run_1/gates.png
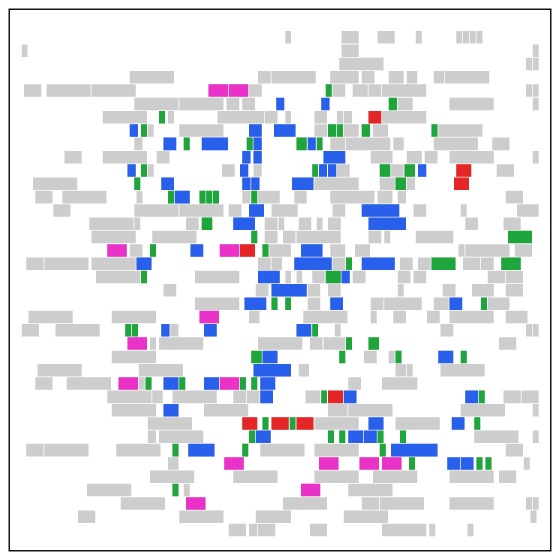
run_1/pinout.png
The bar under the picture is 20 µm long. Pins as bars across the die edge, other pins in gray.
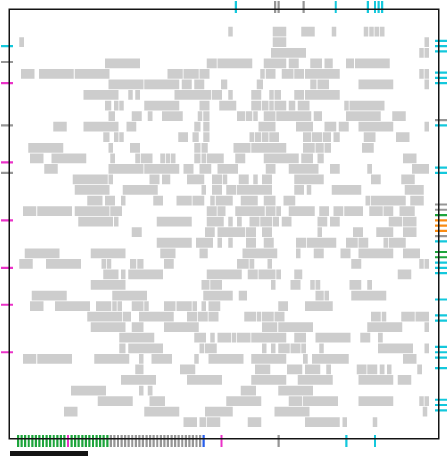
run_1/sizing.png
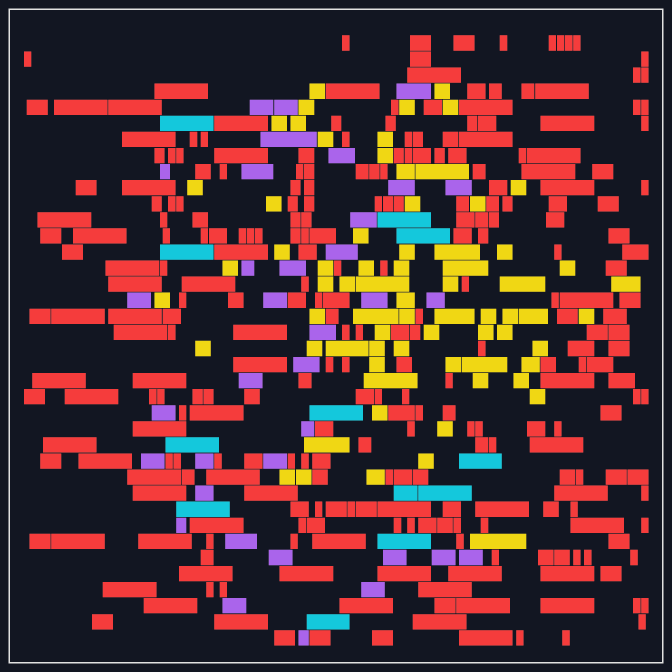
`src/rtl/intc_if.sv`:
```
// intc_if: bus between the CPU-side uib master and the intc register slave.
// Ports: dat_i (write data), dat_o (read data), addr (slave-local byte
// address), mode (access size, 3'b010 = word), wen (1 = write), req (held
// by the master until ready), ready (one-cycle completion pulse).
interface intc_if #(
    parameter int XLEN   = 32,
    parameter int ADDR_W = 28
);
    logic [XLEN-1:0]   dat_i;
    logic [XLEN-1:0]   dat_o;
    logic [ADDR_W-1:0] addr;
    logic [2:0]        mode;
    logic              wen;
    logic              req;
    logic              ready;

    modport master (output dat_i, addr, mode, wen, req, input dat_o, ready);
    modport slave  (input dat_i, addr, mode, wen, req, output dat_o, ready);
endinterface

```
`src/rtl/intc.sv`:
```
// intc: interrupt controller latching NSRC sources as pending and raising intr to the CPU.
// Ports: clk, rst (async, active-low), src (raw async interrupt lines),
// intr (registered request to the CPU), bus (intc_if slave: PENDING, ENABLE,
// CLAIM, EDGE and SWSET registers decoded on addr[4:2]).
module intc #(
    parameter int XLEN   = 32,
    parameter int ADDR_W = 28,
    parameter int NSRC   = 8
) (
    input  logic            clk,
    input  logic            rst,
    input  logic [NSRC-1:0] src,
    output logic            intr,
    intc_if.slave           bus
);
    typedef enum logic {IDLE, RESP} state_t;

    state_t          state_q, state_d;
    logic [NSRC-1:0] s1_q, s2_q, s3_q;
    logic [NSRC-1:0] pend_q, pend_d;
    logic [NSRC-1:0] en_q, en_d;
    logic [NSRC-1:0] edge_q, edge_d;
    logic            busy_q, busy_d;
    logic [4:0]      insvc_q, insvc_d;
    logic            intr_q, intr_d;
    logic [XLEN-1:0] dat_o_q, dat_o_d;

    logic [NSRC-1:0] active, set, clr, svc;
    logic [XLEN-1:0] rdata;
    logic [4:0]      id;
    logic [2:0]      sel;
    logic            access, wr_ok, claim, complete;
    logic            unused_bits;

    assign unused_bits = ^{bus.addr[ADDR_W-1:5], bus.addr[1:0], bus.dat_i};

    always_comb begin
        active   = pend_q & en_q;
        id       = '0;
        for (int i = NSRC - 1; i >= 0; i--)
            if (active[i]) id = 5'(i);
        sel      = bus.addr[4:2];
        access   = state_q == IDLE && bus.req;
        wr_ok    = access && bus.wen && bus.mode == 3'b010;
        claim    = access && !bus.wen && sel == 3'd2 && !busy_q && |active;
        complete = wr_ok && sel == 3'd2 && busy_q && bus.dat_i[4:0] == insvc_q + 5'd1;
        state_d  = access ? RESP : IDLE;
        en_d     = wr_ok && sel == 3'd1 ? bus.dat_i[NSRC-1:0] : en_q;
        edge_d   = wr_ok && sel == 3'd3 ? bus.dat_i[NSRC-1:0] : edge_q;
        busy_d   = claim ? 1'b1 : complete ? 1'b0 : busy_q;
        insvc_d  = claim ? id : insvc_q;
        // In-service uses next-state so a level source being claimed this cycle is not re-set over its own clear
        svc      = busy_d ? NSRC'(1) << insvc_d : '0;
        set      = (s2_q & ~s3_q & edge_q)
                 | (s2_q & ~edge_q & ~svc)
                 | (wr_ok && sel == 3'd4 ? bus.dat_i[NSRC-1:0] : '0);
        clr      = claim ? NSRC'(1) << id : '0;
        pend_d   = (pend_q & ~clr) | set;
        intr_d   = |active && !busy_q;
        rdata    = sel == 3'd0 ? XLEN'(pend_q)
                 : sel == 3'd1 ? XLEN'(en_q)
                 : sel == 3'd2 ? (claim ? XLEN'(id + 5'd1) : '0)
                 : sel == 3'd3 ? XLEN'(edge_q)
                 : '0;
        dat_o_d  = !access ? dat_o_q : bus.wen ? '0 : rdata;
    end

    always_ff @(posedge clk or negedge rst) begin
        if (!rst) begin
            state_q <= IDLE;
            s1_q    <= '0;
            s2_q    <= '0;
            s3_q    <= '0;
            pend_q  <= '0;
            en_q    <= '0;
            edge_q  <= '0;
            busy_q  <= 1'b0;
            insvc_q <= '0;
            intr_q  <= 1'b0;
            dat_o_q <= '0;
        end else begin
            state_q <= state_d;
            s1_q    <= src;
            s2_q    <= s1_q;
            s3_q    <= s2_q;
            pend_q  <= pend_d;
            en_q    <= en_d;
            edge_q  <= edge_d;
            busy_q  <= busy_d;
            insvc_q <= insvc_d;
            intr_q  <= intr_d;
            dat_o_q <= dat_o_d;
        end
    end

    assign intr      = intr_q;
    assign bus.ready = state_q == RESP;
    assign bus.dat_o = dat_o_q;
endmodule

```
`src/flat_wrapper.sv`:
```
// flat-port wrapper written by rule: the top's interface ports become plain ports
module intc_flat 
#(
    parameter int XLEN   = 32,
    parameter int ADDR_W = 28,
    parameter int NSRC   = 8
)
  (clk, rst, src, intr, bus_dat_i, bus_addr, bus_mode, bus_wen, bus_req, bus_dat_o, bus_ready);
  intc_if #(.XLEN(XLEN), .ADDR_W(ADDR_W)) bus_i ();
  input  logic clk;
  input  logic rst;
  input  logic [NSRC-1:0] src;
  output logic intr;
  input wire logic [$bits(bus_i.dat_i)-1:0] bus_dat_i;
  input wire logic [$bits(bus_i.addr)-1:0] bus_addr;
  input wire logic [$bits(bus_i.mode)-1:0] bus_mode;
  input wire logic [$bits(bus_i.wen)-1:0] bus_wen;
  input wire logic [$bits(bus_i.req)-1:0] bus_req;
  output wire logic [$bits(bus_i.dat_o)-1:0] bus_dat_o;
  output wire logic [$bits(bus_i.ready)-1:0] bus_ready;
  assign bus_i.dat_i = bus_dat_i;
  assign bus_i.addr = bus_addr;
  assign bus_i.mode = bus_mode;
  assign bus_i.wen = bus_wen;
  assign bus_i.req = bus_req;
  assign bus_dat_o = bus_i.dat_o;
  assign bus_ready = bus_i.ready;
  intc #(.XLEN(XLEN), .ADDR_W(ADDR_W), .NSRC(NSRC)) u_core (.clk(clk), .rst(rst), .src(src), .intr(intr), .bus(bus_i));
endmodule
```
`config.mk`:
```
export PLATFORM = sky130hd
export DESIGN_NAME = intc_flat
export DESIGN_NICKNAME = d
export VERILOG_FILES = /design/src/rtl/intc_if.sv /design/src/rtl/intc.sv /design/src/flat_wrapper.sv
export SDC_FILE = /design/constraint.sdc
export NUM_CORES = 1
export LEC_CHECK = 0
export CAP_MARGIN = 30
export CORE_MARGIN = 2
export CORE_UTILIZATION = 28
export DETAILED_ROUTE_END_ITERATION = 12
export GPL_ROUTABILITY_DRIVEN = 0
export PLACE_DENSITY_LB_ADDON = 0.05
export SLEW_MARGIN = 20
export SYNTH_ARGS = -nofsm -noshare
export SYNTH_HDL_FRONTEND = slang
export SYNTH_SLANG_ARGS = --single-unit
```
`constraint.sdc`:
```
create_clock -name clk -period 2.15 [get_ports clk]
set_input_delay 0.43 -clock clk [delete_from_list [all_inputs] [get_ports clk]]
set_output_delay 0.43 -clock clk [all_outputs]
set_load 0.01 [all_outputs]
```
==> metrics.yaml, run 1 <==
fp-row-count: 38
count_of_buffering_cells_on_the_critical_path_with_inverters_included: 1
coreArea_um2: 10900
cpPeakStageDelay_ns: 0.42
maxUsedRoutingLayer: "met4"
post_synth_main_logic_family: "simple AND/OR/NAND/NOR gates"
ctsHoldBuffers: 0
multiInputGateArea_um2: 1620
syn_area_um2: 3160
reported_net_switching_power_uw: 966
final-max-slew-violation-count: 0
yosys.area_share.aoi_pct: 15.3
setup.worst_path.start: "u_core.en_q[6]$_DFFE_PN0P_"
nets: 474
floorplan.io_pins: 109
grt_setup_unrepaired: "yes"
postCtsSetupBuffers: 0
powerComb_uw: 699
detailedRoute.firstPassIterationCount: 4
post-route-util_pct: 41.0
detail_route.wirelength.met1_mm: 4.15
n_clock_buffer: 11
final.min_clock_period_ns: 2.08
vias_per_cell: 4.61
drt-wirelength-per-cell_um: 16.3
grt_overflow: 0
layout_worst_path_cycle_share_pct: 97.0
path_delay_family: "AND-OR/OR-AND gates"
p_total_mw: 3.37
grtUsageMet1_pct: 21.0
fin_setup_tns_ns: 0
timing.critical_path.from_type: "register"
share_clk_of_total_power_pct: 39.0
place_hpwl_mm: 6.63
run_status: "finished, final reports clean"
setup-violations-final: 0
largest_voltage_drop_on_the_vdd_net_v: 0.000281
clock_path_buffers: 2
internal_power_mw: 2.40
xor_area_share_pct: 2.49
grt_use_met2_pct: 25.3
synth_top_flop_cell: "dfrtp_1"
inverters: 8
worstPathCellList: "and2_4, o211ai_1, a32oi_1, inv_1, ha_4, ha_4, o22ai_4, a22oi_2, o31ai_1"
synth.cellmix.simpleShare_pct: 15.5
clock_tree_sinks: 64
Back to the opening pictures, gates.png:
green -> nand cells  # cells 66, most used nand2_1
blue -> aoi and oai cells  # cells 59, most used a21oi_1
magenta -> mux cells  # cells 14, most used mux2_2
red -> non-inverting ao/oa cells  # cells 8, most used a22o_1
fin cells: 537
Comb/total area: 36.2%
Top cell excl fill/tap: dfrtp_1

Back to the opening pictures, pinout.png:
cyan -> `bus_dat_o`  # pins 32, direction output, edge 23 right, 6 top, 2 bottom, 1 left
blue -> `rst`  # pins 1, direction input, edge bottom
green -> `bus_addr`  # pins 28, direction input, edge 25 bottom, 3 right
magenta -> `src`  # pins 8, direction input, edge 6 left, 2 bottom
orange -> `bus_mode`  # pins 3, direction input, edge right
all pins by edge = 57 bottom, 33 right, 10 left, 9 top
port bufs: 35
height of the die: 110 µm
die outline width: 110 µm

Back to the opening pictures, sizing.png:
red -> x1 and smaller  # cells 280, share 71%, most used dfrtp_1
cyan -> x6 and larger  # cells 12, share 3.0%, most used clkbuf_16
yellow -> x3 and x4  # cells 70, share 18%, most used buf_4
purple -> x2  # cells 35, share 8.8%, most used mux2_2
post-route cell area: 4480 µm²
Buffers excl. clock: 88
fin worst setup slack: 0.0653 ns
area growth from synthesis to layout: 41.6%

run_1/congestion_map.png
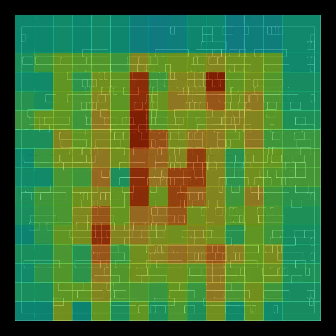

==> run 2: changes to the inputs <==
--- a/config.mk
+++ b/config.mk
@@ -8,9 +8,11 @@
 export CAP_MARGIN = 30
 export CORE_MARGIN = 2
 export CORE_UTILIZATION = 28
+export CTS_BUF_LIST = sky130_fd_sc_hd__clkbuf_16
 export DETAILED_ROUTE_END_ITERATION = 12
 export GPL_ROUTABILITY_DRIVEN = 0
 export PLACE_DENSITY_LB_ADDON = 0.05
+export SETUP_SLACK_MARGIN = 0.15
 export SLEW_MARGIN = 20
 export SYNTH_ARGS = -nofsm -noshare
 export SYNTH_HDL_FRONTEND = slang
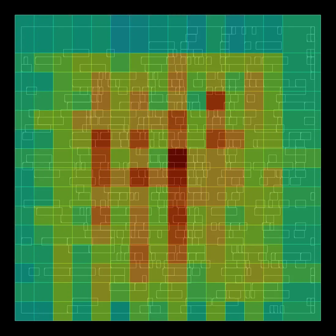
run_2/congestion_map.png
met1 layer usage reported by global route: 22.3%
core occupancy in the finished layout: 42.7%
post-detailed-route wirelength per cell: 16.5 µm
met3 usage: 3.23%
GRT Max-Usage Layer: met2

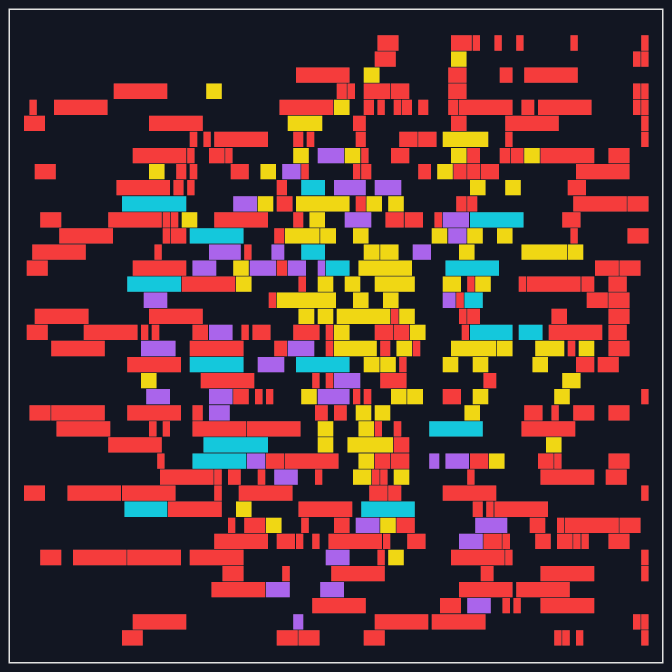
run_2/sizing.png
red -> x1 and smaller  # cells 277, share 67%, most used dfrtp_1
purple -> x2  # cells 38, share 9.1%, most used mux2_2
yellow -> x3 and x4  # cells 83, share 20%, most used buf_4
cyan -> x6 and larger  # cells 18, share 4.3%, most used clkbuf_16
Buffers excl. clock: 107
post-route cell area: 4670 µm²
area growth from synthesis to layout: 47.7%
fin worst setup slack: 0.00928 ns

==> metrics.yaml, run 2 <==
setup.worst_path.start: "u_core.insvc_q[1]$_DFF_PN0_"
n_clock_buffer: 9
run_status: "finished, final reports clean"
inverters: 8
post_synth_main_logic_family: "simple AND/OR/NAND/NOR gates"
final_cells: 556
n_fill_cell: 1071
grt_setup_unrepaired: "yes"
crit_top_cell: "buf_4"
p_total_mw: 3.70
clock_tree_sinks: 64
final.min_clock_period_ns: 2.14
synth.cellmix.simpleShare_pct: 15.5
synth_top_flop_cell: "dfrtp_1"
vias_per_cell: 4.63
floorplan.io_pins: 109
largest_voltage_drop_on_the_vdd_net_v: 0.000330
count_of_buffering_cells_on_the_critical_path_with_inverters_included: 2
fp.dieH_um: 110
worstPathCellList: "ha_1, xor2_1, nor4_1, buf_4, nand4_1, a31oi_2, buf_4, o311a_1, a221o_1"
postCtsSetupBuffers: 6
xor_area_share_pct: 2.49
detailedRoute.firstPassIterationCount: 4
detail_route.wirelength.met1_mm: 4.33
nets: 493
grt_overflow: 0
internal_power_mw: 2.69
ctsHoldBuffers: 0
fin_setup_tns_ns: 0
comb_area_share_pct: 34.8
path_delay_family: "AND-OR/OR-AND gates"
most_frequent_logic_cells_in_the_routed_design: "buf_4, dfrtp_1, nand2_1, clkdlybuf4s50_1, conb_1"
layout_worst_path_cycle_share_pct: 99.6
chipWidth_um: 110
fp-row-count: 38
timing.critical_path.from_type: "register"
coreArea_um2: 10900
final-max-slew-violation-count: 0
setup-violations-final: 0
cpPeakStageDelay_ns: 0.38
reported_net_switching_power_mw: 1.01
syn_area_um2: 3160
place_hpwl_mm: 6.80
powerComb_uw: 787
yosys.area_share.aoi_pct: 15.3
grt_use_met2_pct: 26.8
maxUsedRoutingLayer: "met4"
